`src/rtl/qoi_decoder_if.sv`:
```
// Byte-in / pixel-out streaming bundle for the QOI chunk decoder.
// Both streams use valid/ready: a transfer happens on a rising edge where
// valid && ready; the producer holds data stable while valid is high and not accepted.
interface qoi_decoder_if;
  logic [7:0]  byte_in;
  logic        byte_valid;
  logic        byte_ready;
  logic [31:0] px_out;
  logic        px_valid;
  logic        px_ready;
  logic [15:0] pixel_count;
  logic        done;
  logic [2:0]  state_dbg;

  modport slave (
    input  byte_in, byte_valid, px_ready,
    output byte_ready, px_out, px_valid, pixel_count, done, state_dbg
  );

  modport master (
    output byte_in, byte_valid, px_ready,
    input  byte_ready, px_out, px_valid, pixel_count, done, state_dbg
  );
endinterface

```
`src/rtl/qoi_decoder.sv`:
```
// Streaming QOI chunk decoder: one byte per byte handshake, one RGBA pixel
// per pixel handshake, pixels packed {r,g,b,a}.
module qoi_decoder #(
  parameter int WIDTH  = 40,
  parameter int HEIGHT = 30
) (
  input logic          clk,
  input logic          reset,
  qoi_decoder_if.slave bus
);
  localparam logic [15:0] TOTAL = 16'(WIDTH * HEIGHT);

  typedef enum logic [2:0] {S_OPCODE, S_PAYLOAD, S_EMIT, S_RUN, S_DONE} state_t;
  typedef enum logic [1:0] {M_RGB, M_RGBA, M_LUMA} mode_t;

  state_t      state, state_nx;
  mode_t       mode;
  logic [31:0] prev;
  logic [31:0] pix;
  logic [31:0] index_mem [64];
  logic [1:0]  pay_idx;
  logic [1:0]  pay_left;
  logic [5:0]  run_left;
  logic [7:0]  luma_dg;
  logic [15:0] pixel_count;
  logic        byte_fire;
  logic        px_fire;
  logic        last_px;
  logic [31:0] emit_px;

  function automatic logic [5:0] qoi_hash(input logic [31:0] p);
    logic [7:0] h;
    h = p[31:24] * 8'd3 + p[23:16] * 8'd5 + p[15:8] * 8'd7 + p[7:0] * 8'd11;
    return h[5:0];
  endfunction

  assign bus.byte_ready  = !reset && (state == S_OPCODE || state == S_PAYLOAD);
  assign bus.px_valid    = (state == S_EMIT) || (state == S_RUN);
  assign emit_px         = (state == S_RUN) ? prev : pix;
  assign bus.px_out      = bus.px_valid ? emit_px : 32'd0;
  assign bus.pixel_count = pixel_count;
  assign bus.done        = (state == S_DONE);
  assign bus.state_dbg   = state;

  assign byte_fire = bus.byte_valid && bus.byte_ready;
  assign px_fire   = bus.px_valid && bus.px_ready;
  assign last_px   = (pixel_count == TOTAL - 16'd1);

  always_ff @(posedge clk or posedge reset) begin
    if (reset) state <= S_OPCODE;
    else       state <= state_nx;
  end

  // FE/FF are tested before the 2-bit tag so 11111110/11111111 never decode as RUN.
  always_comb begin
    state_nx = state;
    case (state)
      S_OPCODE: if (byte_fire) begin
        if (bus.byte_in == 8'hFE || bus.byte_in == 8'hFF) state_nx = S_PAYLOAD;
        else begin
          case (bus.byte_in[7:6])
            2'b00, 2'b01: state_nx = S_EMIT;
            2'b10:        state_nx = S_PAYLOAD;
            default:      state_nx = S_RUN;
          endcase
        end
      end
      S_PAYLOAD: if (byte_fire && pay_left == 2'd0) state_nx = S_EMIT;
      S_EMIT:    if (px_fire) state_nx = last_px ? S_DONE : S_OPCODE;
      S_RUN:     if (px_fire) begin
        if (last_px)                state_nx = S_DONE;
        else if (run_left == 6'd0)  state_nx = S_OPCODE;
      end
      default:   state_nx = S_DONE;
    endcase
  end

  always_ff @(posedge clk or posedge reset) begin
    if (reset) begin
      prev        <= 32'h000000FF;
      pix         <= 32'd0;
      mode        <= M_RGB;
      pay_idx     <= 2'd0;
      pay_left    <= 2'd0;
      run_left    <= 6'd0;
      luma_dg     <= 8'd0;
      pixel_count <= 16'd0;
      for (int i = 0; i < 64; i++) index_mem[i] <= 32'd0;
    end else begin
      case (state)
        S_OPCODE: if (byte_fire) begin
          pay_idx <= 2'd0;
          if (bus.byte_in == 8'hFE) begin
            mode     <= M_RGB;
            pay_left <= 2'd2;
            pix      <= prev;
          end else if (bus.byte_in == 8'hFF) begin
            mode     <= M_RGBA;
            pay_left <= 2'd3;
            pix      <= prev;
          end else begin
            case (bus.byte_in[7:6])
              2'b00: pix <= index_mem[bus.byte_in[5:0]];
              2'b01: pix <= {prev[31:24] + {6'd0, bus.byte_in[5:4]} - 8'd2,
                             prev[23:16] + {6'd0, bus.byte_in[3:2]} - 8'd2,
                             prev[15:8]  + {6'd0, bus.byte_in[1:0]} - 8'd2,
                             prev[7:0]};
              2'b10: begin
                mode     <= M_LUMA;
                pay_left <= 2'd0;
                luma_dg  <= {2'b00, bus.byte_in[5:0]} - 8'd32;
              end
              default: run_left <= bus.byte_in[5:0];
            endcase
          end
        end
        S_PAYLOAD: if (byte_fire) begin
          pay_left <= pay_left - 2'd1;
          pay_idx  <= pay_idx + 2'd1;
          if (mode == M_LUMA) begin
            pix <= {prev[31:24] + luma_dg + {4'd0, bus.byte_in[7:4]} - 8'd8,
                    prev[23:16] + luma_dg,
                    prev[15:8]  + luma_dg + {4'd0, bus.byte_in[3:0]} - 8'd8,
                    prev[7:0]};
          end else begin
            case (pay_idx)
              2'd0:    pix[31:24] <= bus.byte_in;
              2'd1:    pix[23:16] <= bus.byte_in;
              2'd2:    pix[15:8]  <= bus.byte_in;
              default: pix[7:0]   <= bus.byte_in;
            endcase
          end
        end
        S_EMIT, S_RUN: if (px_fire) begin
          prev                       <= emit_px;
          index_mem[qoi_hash(emit_px)] <= emit_px;
          pixel_count                <= pixel_count + 16'd1;
          if (state == S_RUN) run_left <= run_left - 6'd1;
        end
        default: ;
      endcase
    end
  end
endmodule

```
`src/flat_wrapper.sv`:
```
// flat-port wrapper written by rule: the top's interface ports become plain ports
module qoi_decoder_flat 
#(
  parameter int WIDTH  = 40,
  parameter int HEIGHT = 30
)
  (clk, reset, bus_byte_in, bus_byte_valid, bus_px_ready, bus_byte_ready, bus_px_out, bus_px_valid, bus_pixel_count, bus_done, bus_state_dbg);
  qoi_decoder_if bus_i ();
  input logic clk;
  input logic reset;
  input wire logic [$bits(bus_i.byte_in)-1:0] bus_byte_in;
  input wire logic [$bits(bus_i.byte_valid)-1:0] bus_byte_valid;
  input wire logic [$bits(bus_i.px_ready)-1:0] bus_px_ready;
  output wire logic [$bits(bus_i.byte_ready)-1:0] bus_byte_ready;
  output wire logic [$bits(bus_i.px_out)-1:0] bus_px_out;
  output wire logic [$bits(bus_i.px_valid)-1:0] bus_px_valid;
  output wire logic [$bits(bus_i.pixel_count)-1:0] bus_pixel_count;
  output wire logic [$bits(bus_i.done)-1:0] bus_done;
  output wire logic [$bits(bus_i.state_dbg)-1:0] bus_state_dbg;
  assign bus_i.byte_in = bus_byte_in;
  assign bus_i.byte_valid = bus_byte_valid;
  assign bus_i.px_ready = bus_px_ready;
  assign bus_byte_ready = bus_i.byte_ready;
  assign bus_px_out = bus_i.px_out;
  assign bus_px_valid = bus_i.px_valid;
  assign bus_pixel_count = bus_i.pixel_count;
  assign bus_done = bus_i.done;
  assign bus_state_dbg = bus_i.state_dbg;
  qoi_decoder #(.WIDTH(WIDTH), .HEIGHT(HEIGHT)) u_core (.clk(clk), .reset(reset), .bus(bus_i));
endmodule
```
`config.mk`:
```
export PLATFORM = sky130hd
export DESIGN_NAME = qoi_decoder_flat
export DESIGN_NICKNAME = d
export VERILOG_FILES = /design/src/rtl/qoi_decoder_if.sv /design/src/rtl/qoi_decoder.sv /design/src/flat_wrapper.sv
export SDC_FILE = /design/constraint.sdc
export NUM_CORES = 2
export LEC_CHECK = 0
export CORE_MARGIN = 2
export CORE_UTILIZATION = 51
export CTS_BUF_LIST = sky130_fd_sc_hd__clkbuf_4 sky130_fd_sc_hd__clkbuf_8
export CTS_CLUSTER_SIZE = 16
export DETAILED_ROUTE_END_ITERATION = 10
export PLACE_DENSITY = 0.69
export RECOVER_POWER = 50
export SLEW_MARGIN = 40
export SYNTH_ARGS = -nofsm -noshare
export SYNTH_HDL_FRONTEND = slang
export SYNTH_SLANG_ARGS = --single-unit
```
`constraint.sdc`:
```
create_clock -name clk -period 101.4 [get_ports clk]
set_clock_uncertainty 0.2 [all_clocks]
set_input_delay 20.28 -clock clk [delete_from_list [all_inputs] [get_ports clk]]
set_output_delay 20.28 -clock clk [all_outputs]
set_load 0.1 [all_outputs]
```
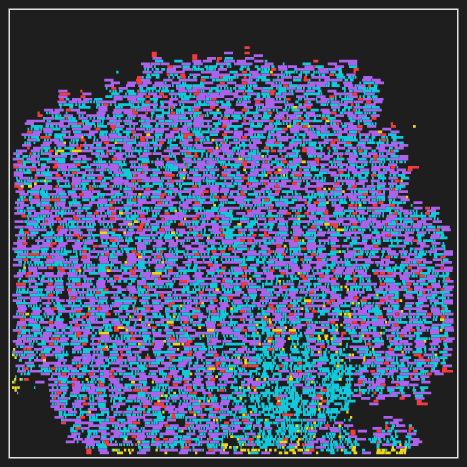
(images/cell_classes.png)
Scale: 1 px per um.
legend:
  purple:
    class: flip-flops
    cells: 2149
  yellow:
    class: other buffers and delay cells
    cells: 280
  red:
    class: clock drivers and dummy loads
    cells: 616
  cyan:
    class: all other logic
    cells: 5812
Core Footprint: 195000 um^2
Seq area share: 49.2%

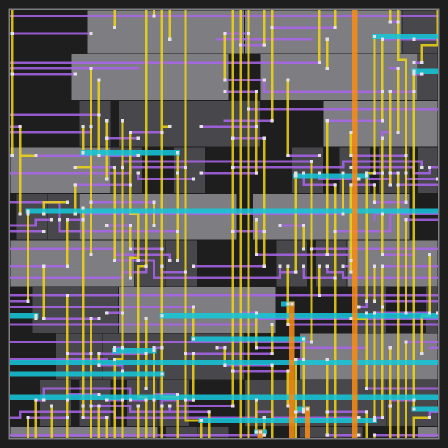
(images/zoom.png)
Window x 99 to 124, y 323 to 348 um. Cells in gray, sequential cells in the stronger gray; small squares are vias.
legend:
  purple:
    layer: met1
  yellow:
    layer: met2
  cyan:
    layer: met3
  orange:
    layer: met4
sequential cells in the window: 12
netlist names of flops here include: u_core.index_mem (12)
most frequent: o21ai_0 (18), dfrtp_1 (12), mux4_2 (3)
cells with their middle in the window: 37

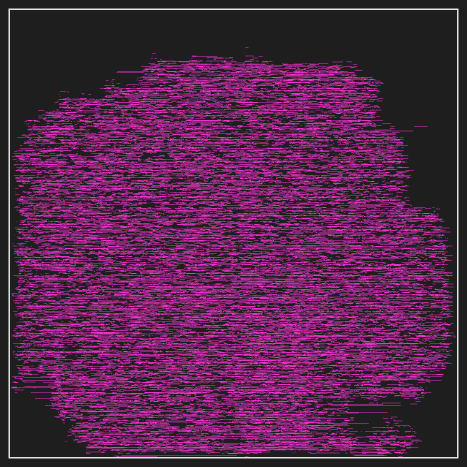
(images/met1.png)
Scale: 1 px per um.
wire length on this layer: 123 mm
nets with wire on the layer: 8358
share of all routed wire: 36%
main direction: horizontal
longest straight run: 127 um
Via Count: 79855
DRT Wirelength: 340000 um

==> CHANGELOG.md <==
### Changed

- Cell Count, Final, Fillers Out: 11492
- Initial antenna violation count: 17
- Fin util: 56.0%
- Critical Path AT: 21.85 ns
- Top cell area share: 53.5%
- Synth area leader: dfrtp_1
- Max-cap violations: 76
- CTS buffer count: 360
- Final hold vios: 0
- Count leader, synth: o21ai_0
- Yosys adder share: 1.82%
- Net total in the final layout: 8738
- Clock transition at path regs: 0.06 ns
- Core Rows: 162
- Busiest layer in global routing: met2
- Number of diodes: 11
- Critical path origin: reset
- Filler cells: 16243
- Status: complete, but fails checks
- CTS tree: done
- Synth Seq Share: 53.8%
- Wire per inst: 29.6 um
- Clock sink count: 2149
- Ys async rst share: 100%
- DR iter-0 viols: 11960
- Slew Limit Fails: 3598
- Crit path capture: bus_byte_ready
- Logic share of the area: 38.6%
- RSZ-0062 raised after global routing: false
- List of most frequent post-synthesis cells: 4043 x o21ai_0, 2141 x dfrtp_1, 938 x clkbuf_1
- Most frequent logic cell in the layout: o21ai_0
- Critical hold path startpoint: u_core.bus.pixel_count[15]$_DFFE_PP0P_
- Leading cell kind: sequential cells
- M1 WL: 123000 um
- Remaining DRCs: 0
- R2R setup slack: 84.40 ns
- Post-DR vias/cell: 6.95
- Simple-gate share of the synthesized area: 1.96%
- Flip-flops with a built-in enable: 0
- DR pass1 iterations: 6
- Die Area: 200000 um^2
- FF-to-FF Start: u_core.bus.state_dbg[2]$_DFFE_PP0P_
- H-tree Lvls: 5
- Kind of critical path: primary input to output port
- Placed Cells: 10861
- Final setup vio count: 0
- Synth warnings: 0
- Number of logic gates: 5692
- Syn Std Cell Area: 100000 um^2
- Routed Antenna Nets: 0
- Die height: 447 um
- Yosys chip area: 100000 um^2
- Count of plain and timing-repair buffers: 280
- Mux frac, synth: 15.0%
- Hold_ws: 0.296 ns
- Ports: 66
- Violated checks: capacitance limit, slew limit
- Fmax: 0.0236 GHz
- DP HPWL: 189000 um
- Ys flop type: dfrtp_1
- Min-Delay Path Class: flop to flop
- #FFs+latches synth: 2149
- Tapcells: 2624
- Initial Utilization: 51.3%
- Placer congestion estimate: 0.930
- Logic area: 42100 um^2
- Reg area: 53800 um^2
- Critical path fanouts, max: 4
- Global Route Usage Sum: 34.2%
- Area delta synth->final: 9.22%
- Biggest register: u_core.index_mem
- Hold path depth: 1
- Longest Clk Path Bufs: 4
- Vias in the first global route: 79155
- Layout cells sized above 1: 17.4%
- Reg2Reg Depth: 20
- Part of the cycle the worst path needs: 41.7%
- Slew headroom: -442%
- Yosys stat cell total: 9040
- Crit path required time: 80.92 ns
- Max layer used: met5
- Non-clk invs: 120
- Postcts setup bufs: 0
- Net Count, Synth: 9175
- Largest net degree at the start of global routing: 265
- Synth cell types: 65
- Cell area leaders: dfrtp_1 54%, o21ai_0 20%, mux4_2 15%
- CLK BUF: 574
- Post-Synth AOI/OAI Area: 22.3%
- DR WL met2: 152000 um
- Total tool warning count: 105
- Global routing usage on met2: 51.0%
- Max reg flops: 2048
- GR Util met3: 10.7%
- Clock buf/inv share: 6.85%
- R2r endpoint: u_core.index_mem[1608]$_DFFE_PP0P_
- Cells after synthesis: 9040
- Synth logic family: AND-OR/OR-AND gates
- Mean Syn Cell Area: 11.1 um^2
- Die Span X: 447 um
==> critical path, cell delays in order <==
cell and delay (ns):
dlygate4sd3_1 0.58, nor3_1 0.45, buf_2 0.54
==> metrics by stage <==
stage | setup WS [ns] | area [um^2]
floorplan | 20.22 | 100000
global placement | 58.38 | 102000
detailed placement | 59.04 | 102000
CTS | 59.04 | 110000
global route | 59.01 | 109000
finish | 59.07 | 109000
